--- config.mk ---
export PLATFORM = sky130hd
export DESIGN_NAME = pipelined_carry_increment_adder_flat
export DESIGN_NICKNAME = d
export VERILOG_FILES = /design/src/rtl/cia_pkg.sv /design/src/rtl/pipelined_carry_increment_adder_if.sv /design/src/rtl/cia_segment.sv /design/src/rtl/pipelined_carry_increment_adder.sv /design/src/flat_wrapper.sv
export SDC_FILE = /design/constraint.sdc
export NUM_CORES = 1
export LEC_CHECK = 0
export ABC_AREA = 0
export CELL_PAD_IN_SITES_DETAIL_PLACEMENT = 0
export CELL_PAD_IN_SITES_GLOBAL_PLACEMENT = 1
export CORE_UTILIZATION = 50
export CTS_CLUSTER_DIAMETER = 120
export CTS_CLUSTER_SIZE = 24
export DETAILED_ROUTE_END_ITERATION = 7
export PLACE_DENSITY_LB_ADDON = 0.1
export SLEW_MARGIN = 0
export SYNTH_ARGS = -nofsm -noshare
export SYNTH_HDL_FRONTEND = slang
export SYNTH_SLANG_ARGS = --single-unit
--- constraint.sdc ---
create_clock -name clk -period 7.84 [get_ports clk]
set_input_delay 1.176 -clock clk [delete_from_list [all_inputs] [get_ports clk]]
set_output_delay 1.176 -clock clk [all_outputs]
set_load 0.02 [all_outputs]
--- src/rtl/cia_pkg.sv ---
// Shared constants and helpers for the pipelined carry-increment adder.
package cia_pkg;

  localparam int CIA_WIDTH = 32;
  localparam int CIA_SEG   = 8;

  // Number of segments, which is also the pipeline depth.
  function automatic int nseg(input int width, input int seg);
    return width / seg;
  endfunction

endpackage

--- src/rtl/pipelined_carry_increment_adder_if.sv ---
// Operand/result bus with valid/ready on both sides; slave is the adder's view.
interface pipelined_carry_increment_adder_if
  import cia_pkg::*;
#(
  parameter int WIDTH = CIA_WIDTH
) ();

  logic             in_valid;
  logic             in_ready;
  logic [WIDTH-1:0] a;
  logic [WIDTH-1:0] b;
  logic             sub;
  logic             carry_in;
  logic             out_valid;
  logic             out_ready;
  logic [WIDTH-1:0] sum;
  logic             carry_out;
  logic             overflow;

  modport slave (
    input  in_valid, a, b, sub, carry_in, out_ready,
    output in_ready, out_valid, sum, carry_out, overflow
  );

  modport master (
    output in_valid, a, b, sub, carry_in, out_ready,
    input  in_ready, out_valid, sum, carry_out, overflow
  );

endinterface

--- src/rtl/cia_segment.sv ---
// Combinational SEG-bit ripple segment: sum, carry out and carry into its MSB.
module cia_segment
  import cia_pkg::*;
#(
  parameter int SEG = CIA_SEG
) (
  input  logic [SEG-1:0] i_a,
  input  logic [SEG-1:0] i_b,
  input  logic           i_cin,
  output logic [SEG-1:0] o_sum,
  output logic           o_cout,
  output logic           o_cmsb
);

  assign {o_cout, o_sum} = {1'b0, i_a} + {1'b0, i_b} + (SEG+1)'(i_cin);

  // The MSB sum bit is a^b^cin at that position, so the carry into it falls out of the XOR.
  assign o_cmsb = o_sum[SEG-1] ^ i_a[SEG-1] ^ i_b[SEG-1];

endmodule

--- src/rtl/pipelined_carry_increment_adder.sv ---
// Pipelined carry-increment adder/subtractor: one SEG-bit segment resolved per stage,
// operands skewed forward, resolved low segments deskewed so the result leaves aligned.
module pipelined_carry_increment_adder
  import cia_pkg::*;
#(
  parameter int WIDTH = CIA_WIDTH,
  parameter int SEG   = CIA_SEG
) (
  input logic                              clk,
  input logic                              rst,
  pipelined_carry_increment_adder_if.slave bus
);

  localparam int NSEG = nseg(WIDTH, SEG);
  localparam logic [SEG-1:0] MSB_MASK = SEG'(1) << (SEG - 1);

  if (WIDTH % SEG != 0) begin : g_bad_seg
    $error("pipelined_carry_increment_adder: WIDTH must be a multiple of SEG");
  end

  // Per-stage registers: skewed operands (consumed segment shifted out), resolved sum,
  // segment carry, carry into the segment MSB, and the stage valid bit.
  logic [WIDTH-1:0] r_a_p   [NSEG];
  logic [WIDTH-1:0] r_b_p   [NSEG];
  logic [WIDTH-1:0] r_s_p   [NSEG];
  logic             r_c_p   [NSEG];
  logic             r_cm_p  [NSEG];
  logic             r_vld_p [NSEG];

  // Next-state values for each stage.
  logic [WIDTH-1:0] w_a_in  [NSEG];
  logic [WIDTH-1:0] w_b_in  [NSEG];
  logic             w_vld_in[NSEG];
  logic [WIDTH-1:0] w_snext [NSEG];
  logic             w_c     [NSEG];
  logic             w_cm    [NSEG];

  logic w_stall;
  logic w_unused;

  assign w_stall      = r_vld_p[NSEG-1] & ~bus.out_ready;
  assign bus.in_ready = ~w_stall;

  // ---- stage 0: operand capture, subtract conditioning, segment 0 ----
  logic [SEG-1:0] w_sum0;
  logic           w_cin_eff;

  assign w_a_in[0]   = bus.a;
  assign w_b_in[0]   = bus.b ^ {WIDTH{bus.sub}};
  assign w_vld_in[0] = bus.in_valid;
  assign w_cin_eff   = bus.sub | bus.carry_in;

  cia_segment #(.SEG(SEG)) u_seg0 (
    .i_a    (w_a_in[0][SEG-1:0]),
    .i_b    (w_b_in[0][SEG-1:0]),
    .i_cin  (w_cin_eff),
    .o_sum  (w_sum0),
    .o_cout (w_c[0]),
    .o_cmsb (w_cm[0])
  );

  assign w_snext[0] = WIDTH'(w_sum0);

  // ---- stages 1..NSEG-1: raw segment add, then increment by the registered carry ----
  for (genvar k = 1; k < NSEG; k++) begin : g_stage
    logic [SEG-1:0] w_raw;
    logic [SEG-1:0] w_seg;
    logic           w_craw;
    logic           w_cmraw;

    assign w_a_in[k]   = r_a_p[k-1];
    assign w_b_in[k]   = r_b_p[k-1];
    assign w_vld_in[k] = r_vld_p[k-1];

    cia_segment #(.SEG(SEG)) u_seg (
      .i_a    (w_a_in[k][SEG-1:0]),
      .i_b    (w_b_in[k][SEG-1:0]),
      .i_cin  (1'b0),
      .o_sum  (w_raw),
      .o_cout (w_craw),
      .o_cmsb (w_cmraw)
    );

    assign w_seg      = w_raw + SEG'(r_c_p[k-1]);
    assign w_c[k]     = w_craw | (r_c_p[k-1] & (&w_raw));
    // The increment reaches the MSB only if every bit below it in the raw sum is one.
    assign w_cm[k]    = w_cmraw | (r_c_p[k-1] & (&(w_raw | MSB_MASK)));
    assign w_snext[k] = r_s_p[k-1] | (WIDTH'(w_seg) << (k * SEG));
  end

  always_ff @(posedge clk) begin
    if (rst) begin
      for (int k = 0; k < NSEG; k++) begin
        r_vld_p[k] <= 1'b0;
        r_a_p[k]   <= '0;
        r_b_p[k]   <= '0;
        r_s_p[k]   <= '0;
        r_c_p[k]   <= 1'b0;
        r_cm_p[k]  <= 1'b0;
      end
    end else if (!w_stall) begin
      for (int k = 0; k < NSEG; k++) begin
        r_vld_p[k] <= w_vld_in[k];
        r_a_p[k]   <= w_a_in[k] >> SEG;
        r_b_p[k]   <= w_b_in[k] >> SEG;
        r_s_p[k]   <= w_snext[k];
        r_c_p[k]   <= w_c[k];
        r_cm_p[k]  <= w_cm[k];
      end
    end
  end

  // ---- output: last stage drives the result bus ----
  assign bus.out_valid = r_vld_p[NSEG-1];
  assign bus.sum       = r_s_p[NSEG-1];
  assign bus.carry_out = r_c_p[NSEG-1];
  assign bus.overflow  = r_c_p[NSEG-1] ^ r_cm_p[NSEG-1];

  assign w_unused = ^{r_a_p[NSEG-1], r_b_p[NSEG-1]};

endmodule

--- src/flat_wrapper.sv ---
// flat-port wrapper written by rule: the top's interface ports become plain ports
module pipelined_carry_increment_adder_flat import cia_pkg::*;
#(
  parameter int WIDTH = CIA_WIDTH,
  parameter int SEG   = CIA_SEG
)
  (clk, rst, bus_in_valid, bus_a, bus_b, bus_sub, bus_carry_in, bus_out_ready, bus_in_ready, bus_out_valid, bus_sum, bus_carry_out, bus_overflow);
  pipelined_carry_increment_adder_if #(.WIDTH(WIDTH)) bus_i ();
  input logic clk;
  input logic rst;
  input wire logic [$bits(bus_i.in_valid)-1:0] bus_in_valid;
  input wire logic [$bits(bus_i.a)-1:0] bus_a;
  input wire logic [$bits(bus_i.b)-1:0] bus_b;
  input wire logic [$bits(bus_i.sub)-1:0] bus_sub;
  input wire logic [$bits(bus_i.carry_in)-1:0] bus_carry_in;
  input wire logic [$bits(bus_i.out_ready)-1:0] bus_out_ready;
  output wire logic [$bits(bus_i.in_ready)-1:0] bus_in_ready;
  output wire logic [$bits(bus_i.out_valid)-1:0] bus_out_valid;
  output wire logic [$bits(bus_i.sum)-1:0] bus_sum;
  output wire logic [$bits(bus_i.carry_out)-1:0] bus_carry_out;
  output wire logic [$bits(bus_i.overflow)-1:0] bus_overflow;
  assign bus_i.in_valid = bus_in_valid;
  assign bus_i.a = bus_a;
  assign bus_i.b = bus_b;
  assign bus_i.sub = bus_sub;
  assign bus_i.carry_in = bus_carry_in;
  assign bus_i.out_ready = bus_out_ready;
  assign bus_in_ready = bus_i.in_ready;
  assign bus_out_valid = bus_i.out_valid;
  assign bus_sum = bus_i.sum;
  assign bus_carry_out = bus_i.carry_out;
  assign bus_overflow = bus_i.overflow;
  pipelined_carry_increment_adder #(.WIDTH(WIDTH), .SEG(SEG)) u_core (.clk(clk), .rst(rst), .bus(bus_i));
endmodule
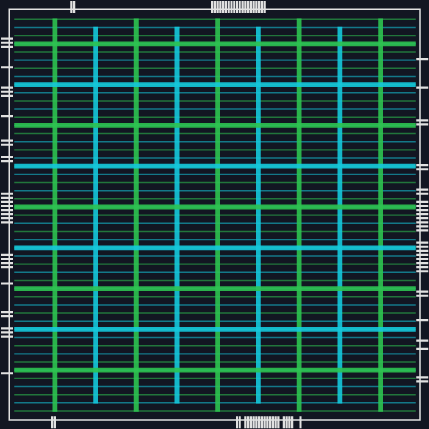
**Above:** power grid.
Scale: 3 px per um. Pins as bars on the die edge.
Cyan marks VDD. Green marks VSS.
106 signal pins sit on the boundary. 9 straps on met5. 49 met1 rails follow the rows. The core has 48 rows.

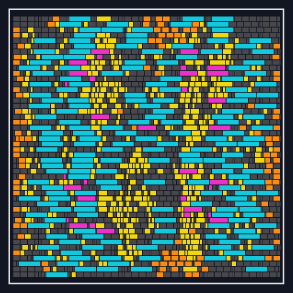
**Above:** placed cells, one colour a class.
Scale: 2 px per um. Fill, decap, tap and diode cells in grey.
Cyan marks registers, cells 185, share of their area 54%. Orange marks remaining buffers and delay cells, cells 109, share of their area 10%. Magenta marks clock drivers and dummy loads, cells 32, share of their area 5.5%. Yellow marks remaining logic cells, cells 449, share of their area 30%.

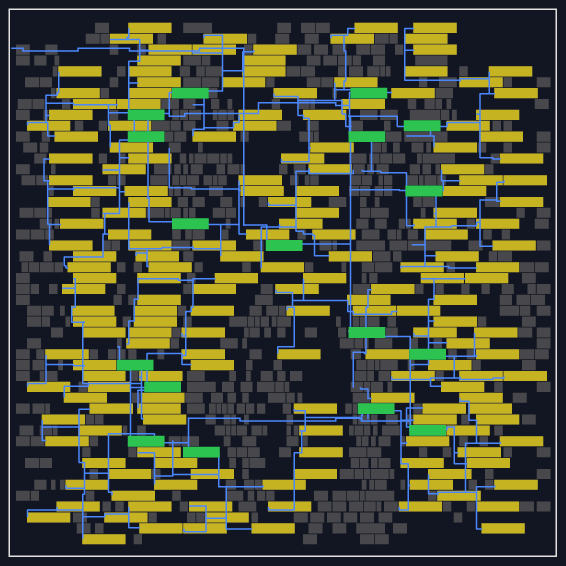
**Above:** routed clock nets over the placement.
Scale: 4 px per um.
Blue marks clock wires, length 2100 um. Green marks clock-net drivers, count 17. Yellow marks flip-flops, count 185.
Position of the flops: all over the die. There are 18 routed clock nets.

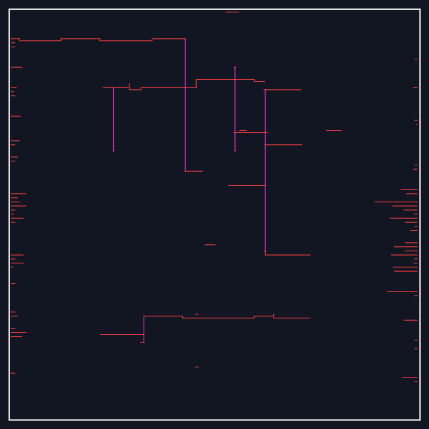
**Above:** wiring by layer.
Scale: 3 px per um. Two of the layers only.
Magenta marks M4, wire length 156 um. Red marks M3, wire length 466 um.

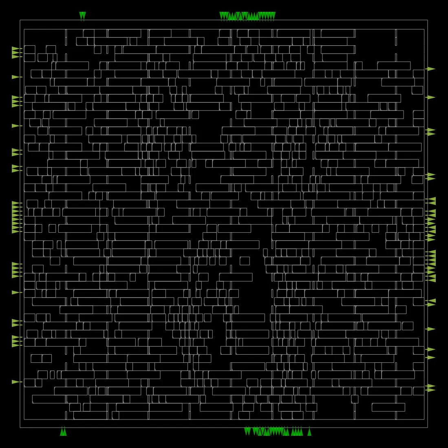
**Above:** cell placement.
utilization after layout: 0.609
Seq/total area: 0.522
total core area: 17500 um2
non-filler instance count after layout: 1000
Tapcells: 225

==> changes_impl.md <==
## Flow update

- Worst-path clk slew: 0.07 ns
- Hold Path Cell Cnt: 1
- Netlist cell types: 51
- Die area: 18600 um2
- Sequential fraction of design power: 0.518
- WP data arrival: 2.42 ns
- Max-area cell share: 0.615
- Internal power: 1780 uW
- Via count: 4992
- CTS tree: built
- WHS Endpoint: u_core.r_s_p[0][114]
- Switching pwr: 518 uW
- Pre-antenna DRT Iters: 5
- Avg WL per Cell: 13.7 um
- Crit path DRT: 6.66 ns
- Final worst path period share: 0.458
- Leakage: 0.00437 uW
- Gate power share: 0.116
- CTS H-tree lvls: 4
- # DRC: 0
- Late-Pin Clk Latency: 0.43 ns
- Final Hold Violating Endpoints: 0
- CP top delay family: buffers and inverters
- Number of global-route vias before repair: 4740
- Share of cells above drive strength 1: 0.0555
- Initial drt markers: 244
- Ys flops: 185
- Tightest Pin Transition: 1.08 ns
- Worst vdd ir: 0.159 mV
- Flip-flops with a built-in enable: 185
- Die X: 136 um
- Post-cts repair resize count: 0
- Routability-driven placement congestion ratio: 0.814
- Slowest cell on crit path: clkdlybuf4s50_1
- Top cells by count, synth: edfxtp_1 (185), and2_1 (136), nor2_1 (61)
- CTS root buf: clkbuf_16
- Die height: 136 um
- YS chip area: 9030 um2
- Hold Path Class: register to register
- Crit-path max cell delay: 0.62 ns
- RSZ-0062 raised after global routing: no
- Worst Reg-to-Reg Cells: 8
- Yosys stat cell total: 692
- Clock power frac: 0.366
- Setup Fix Bufs, Post-CTS: 0
- Row cnt: 48
- Inserted Clock Buffers: 17
- Hpwl dp: 8830 um
- First-pass GRT wire length: 22200 um
- Ant. Diodes: 0
- Crit-path max FO: 4
- Status: complete, no violations
- GRT Total Usage: 0.157
- Minimum clock period: 3.59 ns
- Final setup skew: 0.00711 ns
- Max-Cap Viols: 0
- Net count after synthesis: 804
- # clock sinks: 185
- CP Capture Type: output port
- CP Cell Sequence: clkdlybuf4s50_1 > nand2b_1 > clkdlybuf4s50_1
- Reg2reg start: u_core.r_a_p[0][48]
- Hold_ws: 0.516 ns
layout make-up:
type	count	area [um2]	share of cell area
clock inverters	15	149	0.0140
well taps	225	282	0.0265
flip-flops and latches	185	5560	0.522
repair buffers	109	1080	0.101
inverters	12	45.0	0.00423
multi-input cells	437	3100	0.292
clock buffers	17	425	0.0400
cell usage in the layout (no fill, tap or decap), types with 3 or more instances in the layout:
cell type,Yosys,routed
nand2b_1,7,6
o21ai_0,15,15
and3_1,4,4
edfxtp_1,185,185
ha_1,37,37
or2_1,3,3
inv_6,0,5
nand3_1,3,3
fa_1,5,5
nor3b_1,3,3
a211oi_1,5,5
a21oi_1,17,17
o21a_1,6,6
inv_1,12,12
clkbuf_16,0,17
nor2_1,61,61
nor3_1,9,9
buf_4,32,4
o22ai_1,3,3
and2_1,136,136
clkdlybuf4s50_1,0,104
a21o_1,6,6
nand2_1,11,11
xnor2_1,40,40
xor2_1,23,23
nor2b_1,4,3
clkinv_2,0,4
nand4_1,7,7
cells by family after synthesis:
group | after synthesis | synth area share
AND-OR/OR-AND | 69 | 0.0513
flip-flops | 185 | 0.615
buffers and inverters | 70 | 0.0424
XOR/XNOR | 65 | 0.0661
adder cells (fa/ha/maj) | 42 | 0.0624
AND/OR/NAND/NOR | 258 | 0.159
multiplexers | 3 | 0.00346
worst max path at each step:
stage          depth (start not counted)             endpoint  slack [ns]           from
3_5_place_dp                           4  u_core.r_a_p[0][19]        3.90  bus_out_ready
2_1_floorplan                          2   u_core.r_a_p[0][0]        3.63  bus_out_ready
4_1_cts                                3         bus_in_ready        4.23  bus_out_ready
3_3_place_gp                           4  u_core.r_a_p[0][36]        3.98  bus_out_ready
5_1_grt                                4  u_core.r_a_p[0][52]        4.19  bus_out_ready
6_report                               3         bus_in_ready        4.25  bus_out_ready
power groups by stage:
stage	logic, uW	clock network (uW)	registers [uW]
3_3_place_gp	262	0	1210
4_1_cts	270	856	1190
2_1_floorplan	192	0	1200
5_1_grt	298	893	1190
6_report	266	839	1190
3_5_place_dp	268	0	1210
metrics by stage:
stage | cell area [um2] | worst slack (ns) | power, uW | instances
floorplan | 9030 | 3.63 | 1400 | 692
global placement | 10100 | 3.98 | 1470 | 968
detailed placement | 10100 | 3.90 | 1480 | 968
CTS | 10600 | 4.23 | 2320 | 1000
global route | 10600 | 4.19 | 2390 | 1000
finish | 10600 | 4.25 | 2290 | 1000
registers in the layout (all words and copies together) (netlist names):
signal,count
u_core.r_a_p,48
u_core.r_cm_p,1
u_core.r_b_p,48
u_core.r_c_p,4
u_core.r_vld_p,4
u_core.r_s_p,80
metal layers:
metal  wire [um]  track usage  vias to the layer above
li1            -            -                     2548
met1        5940        0.184                     2339
met2        7170        0.278                       92
met3         466       0.0414                       13
met4         155       0.0531                        0
met5           0            0                        -
No activity file was given, so power comes from the tool's default toggle rates.
